==> config.mk <==
export PLATFORM = sky130hd
export DESIGN_NAME = reg_file_sweep
export DESIGN_NICKNAME = d
export VERILOG_FILES = /design/src/rtl/reg_file_sweep.sv
export SDC_FILE = /design/constraint.sdc
export NUM_CORES = 1
export LEC_CHECK = 0
export ABC_AREA = 0
export CELL_PAD_IN_SITES_DETAIL_PLACEMENT = 1
export CELL_PAD_IN_SITES_GLOBAL_PLACEMENT = 2
export CORE_ASPECT_RATIO = 1.4
export CORE_MARGIN = 1
export CORE_UTILIZATION = 32
export CTS_CLUSTER_SIZE = 20
export DETAILED_ROUTE_END_ITERATION = 8
export PLACE_DENSITY_LB_ADDON = 0.05
export REMOVE_ABC_BUFFERS = 1
export SLEW_MARGIN = 20
export SYNTH_ARGS = -nofsm -noshare
export SYNTH_HDL_FRONTEND = slang
export SYNTH_SLANG_ARGS = --single-unit
==> constraint.sdc <==
create_clock -name clk -period 3 [get_ports clk]
set_input_delay 0.45 -clock clk [delete_from_list [all_inputs] [get_ports clk]]
set_output_delay 0.45 -clock clk [all_outputs]
set_load 0.01 [all_outputs]
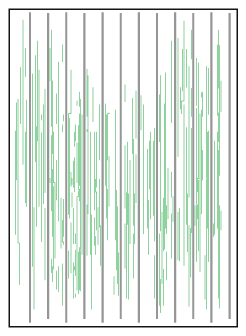
run_1/met4.png
Supply wires on this layer in grey.
longest straight run	144 um
nets with wire on the layer	128
share of all routed wire	10%
final wirelength: 86.9 mm
Vias: 15953

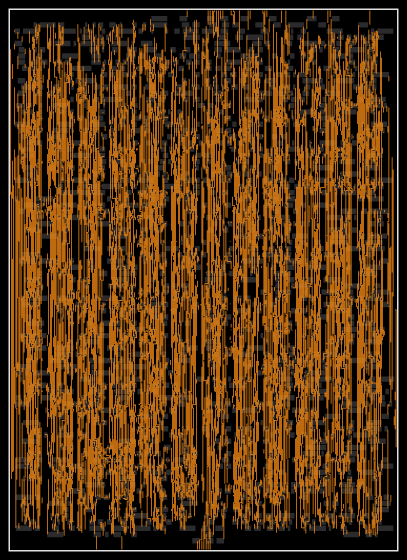
run_1/met2.png
Cells faint in the background.
nets with wire on the layer	1532
wire length on this layer	41.1 mm
longest straight run	137 um
share of all routed wire	47%
main direction	vertical
grt met2 use: 70.9%

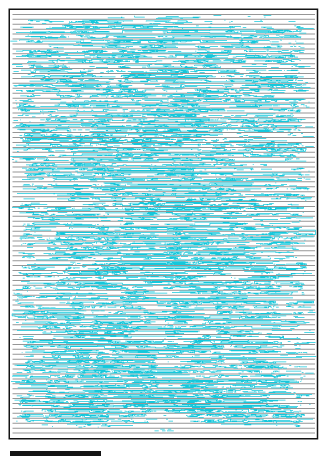
run_1/met1.png
Bar = 50 um. Supply wires on this layer in grey.
nets with wire on the layer	1674
wire length on this layer	30.0 mm
longest straight run	75.0 um
main direction	horizontal
share of all routed wire	34%
met1 usage: 47.1%

==> flow_summary.json, run 1 <==
{
  "status": "finished, violations left",
  "violations": "negative setup slack",
  "setup_slack_ns": -0.0207,
  "worst-path-buf-inv": 1,
  "max_cap_violations": 0,
  "std_cell_rows": 85,
  "vias_per_cell": 7.01,
  "drt-initial-drc-count": 1572,
  "logic_gates": 1212,
  "sh_seq_area_pct": 16.6,
  "slew_viol_final": 0,
  "top_cells_by_count": "171 x nand2_1, 143 x a21oi_1, 135 x dfxtp_1, 128 x a22oi_1, 106 x a221oi_1",
  "fmax_mhz": 331,
  "flops": 135,
  "start_kind": "register",
  "power.leakage_uw": 0.00528,
  "netSwitchingPower_uw": 1860,
  "crit_path_max_incr_delay_ns": 0.55,
  "ff2ff_setup_slack_ns": 0.44,
  "ys_cells": 1483,
  "grt_max_degree": 46,
  "netSwitchingFraction_pct": 33.8,
  "post_cts_resized": 6,
  "post-dp-hpwl_mm": 65.4,
  "setup_viol": 1,
  "cp-end-kind": "primary output",
  "ys.flops": 135,
  "period_minus_slack_ns": 3.02,
  "core_region_area_um2": 38600,
  "critPathArrivalTime_ns": 2.57,
  "ys_seq_share_pct": 21.5,
  "async_flop_share_pct": 0,
  "synth.avg_cell_area_um2": 8.46,
  "ys_warn_count": 0,
  "final_cells": 2275
}
## run 1: power by group through the flow
stage                     combinational (uW)  sequential (uW)  clock [uW]
after floorplan                          499             1860           0
after global placement                  1290             1870           0
after detailed placement                1300             1870           0
after CTS                               1310             1830        2330
after global routing                    1400             1830        2400
final                                   1350             1830        2320
## run 1: cells by family after synthesis
logic type	count (synthesis)
XOR/XNOR	1
AND-OR/OR-AND	642
multiplexers	96
AND/OR/NAND/NOR	469
flip-flops	135
buffers and inverters	136
adder cells (fa/ha/maj)	4
## run 1: metal layers
layer	vias up	global-route usage, %	wire (um)
met4	2	38.2	8700
met2	1008	70.9	41100
met5	-	0	16
met1	7942	47.1	30000
li1	6593	-	-
met3	408	10.5	7190
## Run 2: what changed since run 1
- CELL_PAD_IN_SITES_DETAIL_PLACEMENT: 1 -> 0
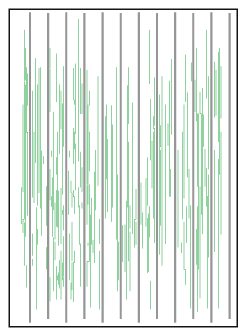
run_2/met4.png
Supply wires on this layer in grey.
wire length on this layer	7920 um
share of all routed wire	9.3%
nets with wire on the layer	123
main direction	vertical
Vias: 15944
final wirelength: 85.3 mm

==> flow_summary.json, run 2 <==
{
  "ff2ff_setup_slack_ns": 0.48,
  "vias_per_cell": 7.01,
  "crit_path_max_incr_delay_ns": 0.55,
  "violations": "negative setup slack",
  "max_cap_violations": 0,
  "period_minus_slack_ns": 3.01,
  "worst-path-buf-inv": 1,
  "top_layer": "met5",
  "power_leader": "clock",
  "grt_busiest_layer": "met2",
  "wl_met3_mm": 7.09,
  "wl_met1_mm": 30.0,
  "comb_cell_power_uw": 1340,
  "setup_viol": 1,
  "setup_slack_ns": -0.00700,
  "netSwitchingFraction_pct": 34.4,
  "synth.avg_cell_area_um2": 8.46,
  "status": "finished, violations left",
  "cp-end-kind": "primary output",
  "netSwitchingPower_uw": 1900,
  "ys_seq_share_pct": 21.5,
  "sh_seq_area_pct": 16.6
}
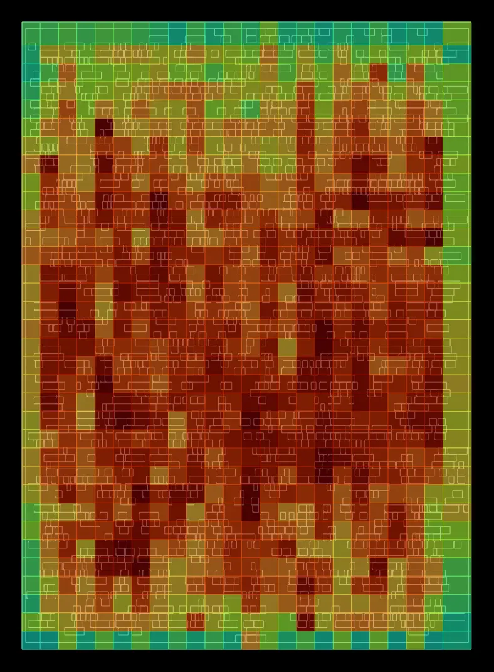
run_2/final_congestion.png
Global Route Usage Sum: 42.5%
GR Layer Usage met3: 9.92%
routed len/inst: 37.5 um

[run 2: cell counts after synthesis]
No cell type changed its count.
[run 2: through the flow]
step	TNS (ns)	total power, uW	instance area [um^2]	hold slack, ns	instances
final	-0.00700	5530	16300	0.499	2275
after detailed placement	-1.46	3160	15600	0.507	2242
after global placement	-1.99	3150	15600	0.496	2242
after CTS	0	5480	16300	0.488	2274
after global routing	0	5640	16300	0.520	2275
after floorplan	-2.17	2360	11900	0.435	1350
[run 2: cells by family after synthesis]
family | Yosys count
multiplexers | 96
buffers and inverters | 136
adder cells (fa/ha/maj) | 4
AND/OR/NAND/NOR | 469
AND-OR/OR-AND | 642
flip-flops | 135
XOR/XNOR | 1
[run 2: timing repair]
item	4_1_cts	5_1_grt
gates cloned	0	0
endpoints found under the setup margin	8	7
resized	6	10
hold buffers	0	0
Power is estimated from default activity; no workload was simulated.
